File: config.mk
export PLATFORM = sky130hd
export DESIGN_NAME = id_stage
export DESIGN_NICKNAME = d
export VERILOG_FILES = /design/src/rtl/mips_pkg.sv /design/src/rtl/register_file.sv /design/src/rtl/id_stage.sv
export SDC_FILE = /design/constraint.sdc
export NUM_CORES = 2
export LEC_CHECK = 0
export CAP_MARGIN = 5
export CORE_MARGIN = 5
export CORE_UTILIZATION = 35
export DETAILED_ROUTE_END_ITERATION = 16
export GPL_ROUTABILITY_DRIVEN = 0
export SLEW_MARGIN = 30
export SYNTH_ARGS = -nofsm -noshare
export SYNTH_HDL_FRONTEND = slang
export SYNTH_SLANG_ARGS = --single-unit
File: constraint.sdc
create_clock -name clk -period 45 [get_ports clk]
set_input_delay 4.5 -clock clk [delete_from_list [all_inputs] [get_ports clk]]
set_output_delay 4.5 -clock clk [all_outputs]
set_load 0.03 [all_outputs]
File: src/rtl/mips_pkg.sv
// mips_pkg -- shared MIPS decode definitions.
//   Opcode / funct field values, the ALU-operation encoding, and the control
//   bundle carried from decode into EX (the EX stage imports the same struct).
//   No ports; imported with `import mips_pkg::*;`.
`timescale 1ns/1ps
package mips_pkg;

  // Primary opcodes (inst[31:26])
  localparam logic [5:0] OP_RTYPE = 6'h00;
  localparam logic [5:0] OP_J     = 6'h02;
  localparam logic [5:0] OP_BEQ   = 6'h04;
  localparam logic [5:0] OP_BNE   = 6'h05;
  localparam logic [5:0] OP_ADDI  = 6'h08;
  localparam logic [5:0] OP_SLTI  = 6'h0A;
  localparam logic [5:0] OP_ANDI  = 6'h0C;
  localparam logic [5:0] OP_ORI   = 6'h0D;
  localparam logic [5:0] OP_LUI   = 6'h0F;
  localparam logic [5:0] OP_LW    = 6'h23;
  localparam logic [5:0] OP_SW    = 6'h2B;

  // R-type funct codes (inst[5:0])
  localparam logic [5:0] FN_SLL = 6'h00;
  localparam logic [5:0] FN_SRL = 6'h02;
  localparam logic [5:0] FN_ADD = 6'h20;
  localparam logic [5:0] FN_SUB = 6'h22;
  localparam logic [5:0] FN_AND = 6'h24;
  localparam logic [5:0] FN_OR  = 6'h25;
  localparam logic [5:0] FN_SLT = 6'h2A;

  typedef enum logic [3:0] {
    ALU_ADD = 4'd0,
    ALU_SUB = 4'd1,
    ALU_AND = 4'd2,
    ALU_OR  = 4'd3,
    ALU_SLT = 4'd4,
    ALU_SLL = 4'd5,
    ALU_SRL = 4'd6,
    ALU_LUI = 4'd7
  } alu_op_e;

  typedef struct packed {
    logic    reg_write;
    logic    mem_read;
    logic    mem_write;
    logic    mem_to_reg;
    logic    alu_src;
    alu_op_e alu_op;
  } ctrl_t;

  localparam ctrl_t CTRL_NOP = '0;

  function automatic logic [31:0] sext16(input logic [15:0] v);
    return {{16{v[15]}}, v};
  endfunction

endpackage

File: src/rtl/register_file.sv
// register_file -- 32 x 32-bit MIPS register file.
//   Two combinational read ports, one write port committed on posedge i_clk.
//   $0 always reads 0 and ignores writes. Async active-high reset clears all.
//   Build option ID_BYPASS_EN: a same-cycle write to the register being read
//   is forwarded to the read port (write-through); otherwise the read returns
//   the pre-write contents.
// Ports:
//   i_clk, i_rst             clock, async active-high reset
//   i_rs_addr / o_rs_data    read port A
//   i_rt_addr / o_rt_data    read port B
//   i_we, i_waddr, i_wdata   write port
`timescale 1ns/1ps
module register_file (
  input  logic        i_clk,
  input  logic        i_rst,
  input  logic [4:0]  i_rs_addr,
  input  logic [4:0]  i_rt_addr,
  output logic [31:0] o_rs_data,
  output logic [31:0] o_rt_data,
  input  logic        i_we,
  input  logic [4:0]  i_waddr,
  input  logic [31:0] i_wdata
);

`ifdef ID_BYPASS_EN
  localparam bit BYPASS = 1'b1;
`else
  localparam bit BYPASS = 1'b0;
`endif

  logic [31:0] r_mem [32];
  logic [4:0]  w_ra  [2];
  logic [31:0] w_rd  [2];

  always_ff @(posedge i_clk or posedge i_rst) begin
    if (i_rst) begin
      for (int i = 0; i < 32; i++) r_mem[i] <= '0;
    end else if (i_we && i_waddr != 5'd0) begin
      r_mem[i_waddr] <= i_wdata;
    end
  end

  assign w_ra[0] = i_rs_addr;
  assign w_ra[1] = i_rt_addr;

  for (genvar p = 0; p < 2; p++) begin : g_rd
    // $0 check first so the bypass can never resurrect a write to $0.
    assign w_rd[p] = (w_ra[p] == 5'd0)                      ? 32'd0   :
                     (BYPASS && i_we && i_waddr == w_ra[p]) ? i_wdata :
                                                              r_mem[w_ra[p]];
  end

  assign o_rs_data = w_rd[0];
  assign o_rt_data = w_rd[1];

endmodule

File: src/rtl/id_stage.sv
// id_stage -- MIPS 5-stage pipeline instruction-decode stage.
//   Decodes the IF/ID instruction, reads the register file, builds control
//   and immediate, resolves beq/bne/j, detects load-use and branch-operand
//   hazards, and captures everything in the ID/EX register every clock.
//   Build option ID_BYPASS_EN enables register-file write-through (see
//   register_file); it also feeds the branch compare.
// Ports:
//   clk, rst                      clock, async active-high reset
//   IFtoID_PC/_inst/_valid        decode slot from fetch
//   wb_reg_write/_dest/_data      writeback port into the register file
//   ex_mem_read/_reg_write/_dest  instruction currently in EX (hazards)
//   stall                         hold PC and IF/ID (combinational)
//   branch_taken/_target          beq/bne redirect (combinational)
//   jump/jump_target              j redirect (combinational)
//   IDtoEX_*                      registered ID/EX pipeline contents
`timescale 1ns/1ps
module id_stage
  import mips_pkg::*;
#(
  parameter logic [31:0] RESET_PC = 32'h0000_0000
) (
  input  logic        clk,
  input  logic        rst,
  input  logic [31:0] IFtoID_PC,
  input  logic [31:0] IFtoID_inst,
  input  logic        IFtoID_valid,
  input  logic        wb_reg_write,
  input  logic [4:0]  wb_dest,
  input  logic [31:0] wb_data,
  input  logic        ex_mem_read,
  input  logic        ex_reg_write,
  input  logic [4:0]  ex_dest,
  output logic        stall,
  output logic        branch_taken,
  output logic [31:0] branch_target,
  output logic        jump,
  output logic [31:0] jump_target,
  output logic        IDtoEX_valid,
  output logic [31:0] IDtoEX_PC,
  output logic [31:0] IDtoEX_rs_data,
  output logic [31:0] IDtoEX_rt_data,
  output logic [31:0] IDtoEX_imm,
  output logic [4:0]  IDtoEX_rs,
  output logic [4:0]  IDtoEX_rt,
  output logic [4:0]  IDtoEX_dest,
  output logic [4:0]  IDtoEX_shamt,
  output logic        IDtoEX_reg_write,
  output logic        IDtoEX_mem_read,
  output logic        IDtoEX_mem_write,
  output logic        IDtoEX_mem_to_reg,
  output logic        IDtoEX_alu_src,
  output logic [3:0]  IDtoEX_alu_op,
  output logic        IDtoEX_illegal
);

  // instruction fields
  logic [5:0]  w_op, w_funct;
  logic [4:0]  w_rs, w_rt, w_rd, w_shamt;
  logic [15:0] w_imm16;

  assign w_op    = IFtoID_inst[31:26];
  assign w_rs    = IFtoID_inst[25:21];
  assign w_rt    = IFtoID_inst[20:16];
  assign w_rd    = IFtoID_inst[15:11];
  assign w_shamt = IFtoID_inst[10:6];
  assign w_funct = IFtoID_inst[5:0];
  assign w_imm16 = IFtoID_inst[15:0];

  logic [31:0] w_rs_data, w_rt_data;

  register_file u_rf (
    .i_clk     (clk),
    .i_rst     (rst),
    .i_rs_addr (w_rs),
    .i_rt_addr (w_rt),
    .o_rs_data (w_rs_data),
    .o_rt_data (w_rt_data),
    .i_we      (wb_reg_write),
    .i_waddr   (wb_dest),
    .i_wdata   (wb_data)
  );

  // ---------------- decode ----------------
  ctrl_t       w_ctrl;
  logic [4:0]  w_dest;
  logic [31:0] w_imm;
  logic        w_illegal, w_rt_src, w_is_beq, w_is_bne, w_is_j;

  always_comb begin
    w_ctrl    = CTRL_NOP;
    w_dest    = 5'd0;
    w_imm     = sext16(w_imm16);
    w_illegal = 1'b0;
    w_rt_src  = 1'b0;   // rt is read as a source operand (load-use on rt)
    w_is_beq  = 1'b0;
    w_is_bne  = 1'b0;
    w_is_j    = 1'b0;
    case (w_op)
      OP_RTYPE: begin
        w_dest           = w_rd;
        w_rt_src         = 1'b1;
        w_ctrl.reg_write = 1'b1;
        case (w_funct)
          FN_ADD:  w_ctrl.alu_op = ALU_ADD;
          FN_SUB:  w_ctrl.alu_op = ALU_SUB;
          FN_AND:  w_ctrl.alu_op = ALU_AND;
          FN_OR:   w_ctrl.alu_op = ALU_OR;
          FN_SLT:  w_ctrl.alu_op = ALU_SLT;
          FN_SLL:  w_ctrl.alu_op = ALU_SLL;
          FN_SRL:  w_ctrl.alu_op = ALU_SRL;
          default: begin
            w_ctrl    = CTRL_NOP;
            w_dest    = 5'd0;
            w_rt_src  = 1'b0;
            w_illegal = 1'b1;
          end
        endcase
      end
      OP_ADDI, OP_SLTI, OP_ANDI, OP_ORI, OP_LUI: begin
        w_dest           = w_rt;
        w_ctrl.reg_write = 1'b1;
        w_ctrl.alu_src   = 1'b1;
        case (w_op)
          OP_SLTI: w_ctrl.alu_op = ALU_SLT;
          OP_ANDI: begin w_ctrl.alu_op = ALU_AND; w_imm = {16'h0, w_imm16}; end
          OP_ORI:  begin w_ctrl.alu_op = ALU_OR;  w_imm = {16'h0, w_imm16}; end
          OP_LUI:  begin w_ctrl.alu_op = ALU_LUI; w_imm = {w_imm16, 16'h0}; end
          default: w_ctrl.alu_op = ALU_ADD;
        endcase
      end
      OP_LW: begin
        w_dest            = w_rt;
        w_ctrl.reg_write  = 1'b1;
        w_ctrl.mem_read   = 1'b1;
        w_ctrl.mem_to_reg = 1'b1;
        w_ctrl.alu_src    = 1'b1;
        w_ctrl.alu_op     = ALU_ADD;
      end
      OP_SW: begin
        w_rt_src         = 1'b1;
        w_ctrl.mem_write = 1'b1;
        w_ctrl.alu_src   = 1'b1;
        w_ctrl.alu_op    = ALU_ADD;
      end
      OP_BEQ: begin w_is_beq = 1'b1; w_rt_src = 1'b1; end
      OP_BNE: begin w_is_bne = 1'b1; w_rt_src = 1'b1; end
      OP_J:   w_is_j = 1'b1;
      default: w_illegal = 1'b1;
    endcase
  end

  // ---------------- hazards / redirect ----------------
  logic [31:0] w_pc4;
  logic        w_load_use, w_br_hz, w_issue, w_eq;

  assign w_pc4 = IFtoID_PC + 32'd4;
  assign w_eq  = (w_rs_data == w_rt_data);

  assign w_load_use = ex_mem_read && ex_dest != 5'd0 &&
                      (ex_dest == w_rs || (w_rt_src && ex_dest == w_rt));
  // Branch compares in ID, so any in-flight producer of its operands must drain.
  assign w_br_hz    = (w_is_beq || w_is_bne) && ex_reg_write && ex_dest != 5'd0 &&
                      (ex_dest == w_rs || ex_dest == w_rt);

  assign stall   = IFtoID_valid && (w_load_use || w_br_hz);
  assign w_issue = IFtoID_valid && !stall;

  assign branch_taken  = w_issue && ((w_is_beq && w_eq) || (w_is_bne && !w_eq));
  assign branch_target = w_pc4 + (w_imm << 2);
  assign jump          = w_issue && w_is_j;
  assign jump_target   = {w_pc4[31:28], IFtoID_inst[25:0], 2'b00};

  // ---------------- ID/EX register ----------------
  logic        r_valid, r_illegal;
  ctrl_t       r_ctrl;
  logic [31:0] r_pc, r_rs_data, r_rt_data, r_imm;
  logic [4:0]  r_rs, r_rt, r_dest, r_shamt;

  always_ff @(posedge clk or posedge rst) begin
    if (rst) begin
      r_valid   <= 1'b0;
      r_illegal <= 1'b0;
      r_ctrl    <= CTRL_NOP;
      r_pc      <= RESET_PC;
      r_rs_data <= '0;
      r_rt_data <= '0;
      r_imm     <= '0;
      r_rs      <= '0;
      r_rt      <= '0;
      r_dest    <= '0;
      r_shamt   <= '0;
    end else begin
      // Stalls and empty slots become bubbles; datapath is loaded regardless.
      r_valid   <= w_issue;
      r_illegal <= w_issue && w_illegal;
      r_ctrl    <= w_issue ? w_ctrl : CTRL_NOP;
      r_pc      <= IFtoID_PC;
      r_rs_data <= w_rs_data;
      r_rt_data <= w_rt_data;
      r_imm     <= w_imm;
      r_rs      <= w_rs;
      r_rt      <= w_rt;
      r_dest    <= w_dest;
      r_shamt   <= w_shamt;
    end
  end

  assign IDtoEX_valid      = r_valid;
  assign IDtoEX_PC         = r_pc;
  assign IDtoEX_rs_data    = r_rs_data;
  assign IDtoEX_rt_data    = r_rt_data;
  assign IDtoEX_imm        = r_imm;
  assign IDtoEX_rs         = r_rs;
  assign IDtoEX_rt         = r_rt;
  assign IDtoEX_dest       = r_dest;
  assign IDtoEX_shamt      = r_shamt;
  assign IDtoEX_reg_write  = r_ctrl.reg_write;
  assign IDtoEX_mem_read   = r_ctrl.mem_read;
  assign IDtoEX_mem_write  = r_ctrl.mem_write;
  assign IDtoEX_mem_to_reg = r_ctrl.mem_to_reg;
  assign IDtoEX_alu_src    = r_ctrl.alu_src;
  assign IDtoEX_alu_op     = r_ctrl.alu_op;
  assign IDtoEX_illegal    = r_illegal;

endmodule

M3 wires:
(1 px per um)
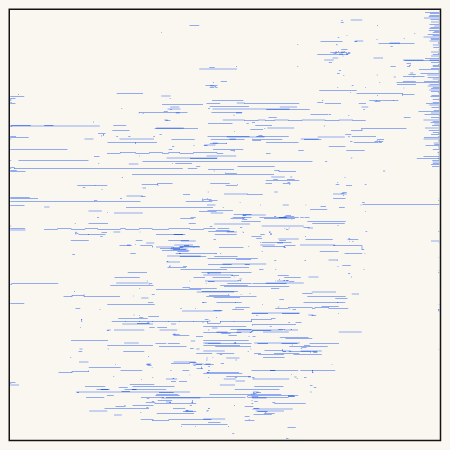
The wires run mostly horizontal. The layer holds 5.8% of the routed length. The longest straight run is 170 um.

Metal layers overlaid:
(1 px per um) Only two layers are drawn.
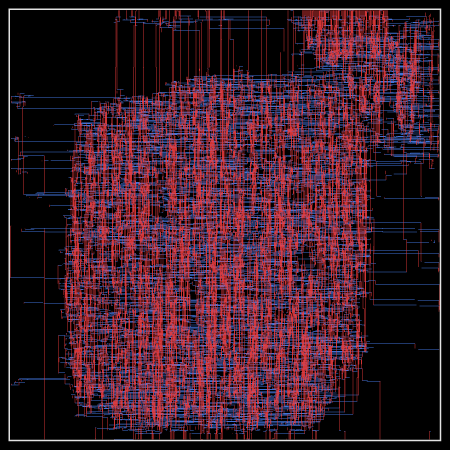
Red shows metal 2, wire length 100 mm. Blue shows metal 1, wire length 82.4 mm.
wire length reported by the detailed router: 202000 um
average detailed-routed wire length per instance: 30.3 um
total routing usage reported by global routing: 0.216
total via count in the routed design: 38700

==> PnR_summary.wiki <==
== Flow metrics ==
{| class="wikitable"
! Metric !! Value
|-
| Result of the run || complete, no violations
|-
| Drt first-iter violations || 3281
|-
| Slew at the pin closest to its max-slew limit || 1.05 ns
|-
| Met1 demand-to-capacity share in global routing || 0.284
|-
| P&R area growth vs syn || 16.0%
|-
| IR drop worst, VDD || 0.0394 mV
|-
| Static leakage power || 30.6 nW
|-
| CORE AREA || 0.176 mm2
|-
| Critical path destination || branch_taken
|-
| Half-perimeter wire length of the detailed placement result || 117000 um
|-
| Hold worst-path end || u_rf.r_mem[995]
|-
| Average footprint of a synthesized cell || 15.1 um2
|-
| Final clock period utilization by the worst path || 0.359
|-
| Worst hold slack || 0.373 ns
|-
| Antenna violations before repair || 19
|-
| Post-layout utilization of the core || 0.407
|-
| Core Density at Floorplan || 0.351
|-
| M3 GR Usage || 0.0358
|-
| Count of distinct cell types in the synthesized netlist || 72
|-
| Hold Path Stages || 0
|-
| Final design area excluding fillers || 0.0716 mm2
|-
| Placed Instance Area || 0.0668 mm2
|-
| Registers, synthesis || 1181
|-
| MUX area fraction || 0.405
|-
| # nets final || 4350
|-
| Post-synthesis cell area || 0.0617 mm2
|-
| Tally of max-capacitance violations || 0
|-
| Critical path capture point type || output pin
|-
| Pin count of the biggest net entering global routing || 168
|-
| Crit Path Category || in2out
|-
| Number of sinks on the clock net || 1181
|-
| Final Hold Fails || 0
|-
| Post-CTS Setup Repair Bufs || 0
|-
| Synth Instances || 4084
|-
| Critical path cell sequence || buf_8 -> buf_4 -> buf_4 -> buf_4 -> mux4_2 -> mux2i_1 -> mux2i_1 -> a22o_1 -> xnor2_1 -> nand3b_1 -> nor4b_1 -> nand3_1 -> nor4b_2 -> mux2i_1 -> clkdlybuf4s50_1
|-
| Most common cell in the netlist || sky130_fd_sc_hd__dfrtp_1
|-
| Total congestion overflow || 0
|-
| Met2 track utilization from global routing || 0.363
|-
| Simple-gate portion of the synthesized area || 0.0271
|-
| Largest cells by area after synthesis || sky130_fd_sc_hd__dfrtp_1, sky130_fd_sc_hd__mux2_2, sky130_fd_sc_hd__mux4_2
|-
| Data arrival time at the worst-slack endpoint || 11.66 ns
|-
| Adders+Majority by Area || 0.00617
|}
Sequential cells coloured by netlist name:
(1.5 px per um) Other sequential cells in the stronger grey, the rest of the logic in the fainter grey.
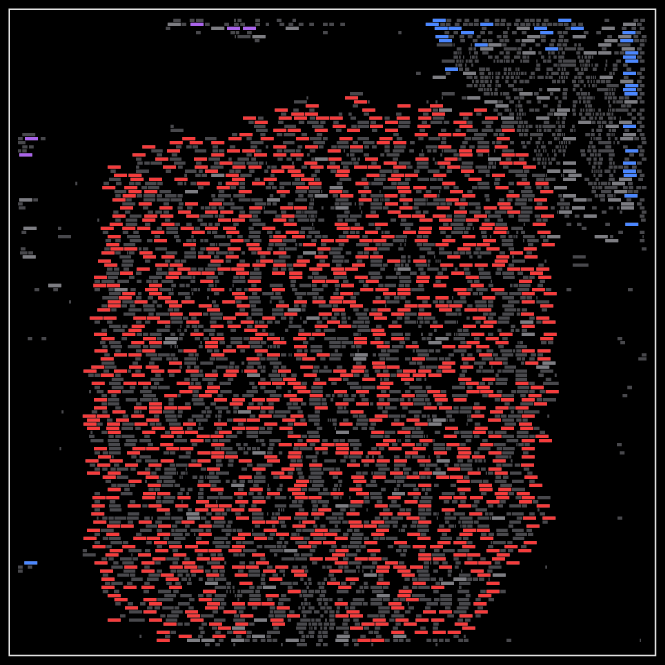
Red shows u_rf.r_mem, placed flops 1024. Blue shows IDtoEX_PC, placed flops 32, where top right. Purple shows IDtoEX_rt, placed flops 5.
Another 120 sequential cells are not coloured.

Cells coloured by class:
(1 px per um)
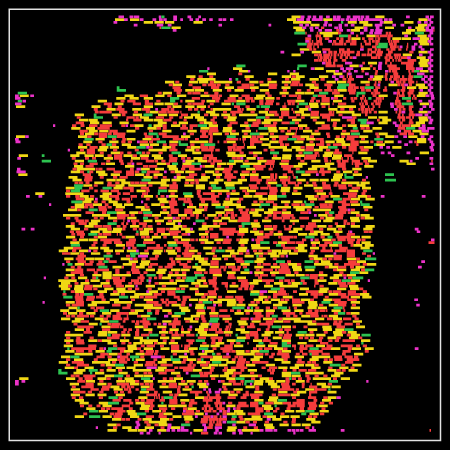
Magenta shows remaining buffers and delay cells, cells 419, share of their area 5.8%. Red shows combinational and other logic, cells 2466, share of their area 44%. Green shows clock drivers and dummy loads, cells 251, share of their area 7.0%. Yellow shows sequential cells, cells 1181, share of their area 43%.

==> sequential cells by signal, summed over array words and instances (netlist names), 3 cells and up <==
signal          cells
IDtoEX_alu_op       3
IDtoEX_rt           5
IDtoEX_rs_data     32
IDtoEX_shamt        5
IDtoEX_PC          32
IDtoEX_imm         32
u_rf.r_mem       1024
IDtoEX_rs           5
IDtoEX_dest         5
IDtoEX_rt_data     32
==> area by class of cell <==
class                   count  area [um2]
clock buffers             199        4100
repair buffers            419        3950
well taps                2340        2930
diodes                     14        35.0
inverters                  31         131
flip-flops and latches   1181       29600
multi-input cells        2435       30200
clock inverters            52         698
fillers                 16100      104000
Power is estimated from default activity; no workload was simulated.
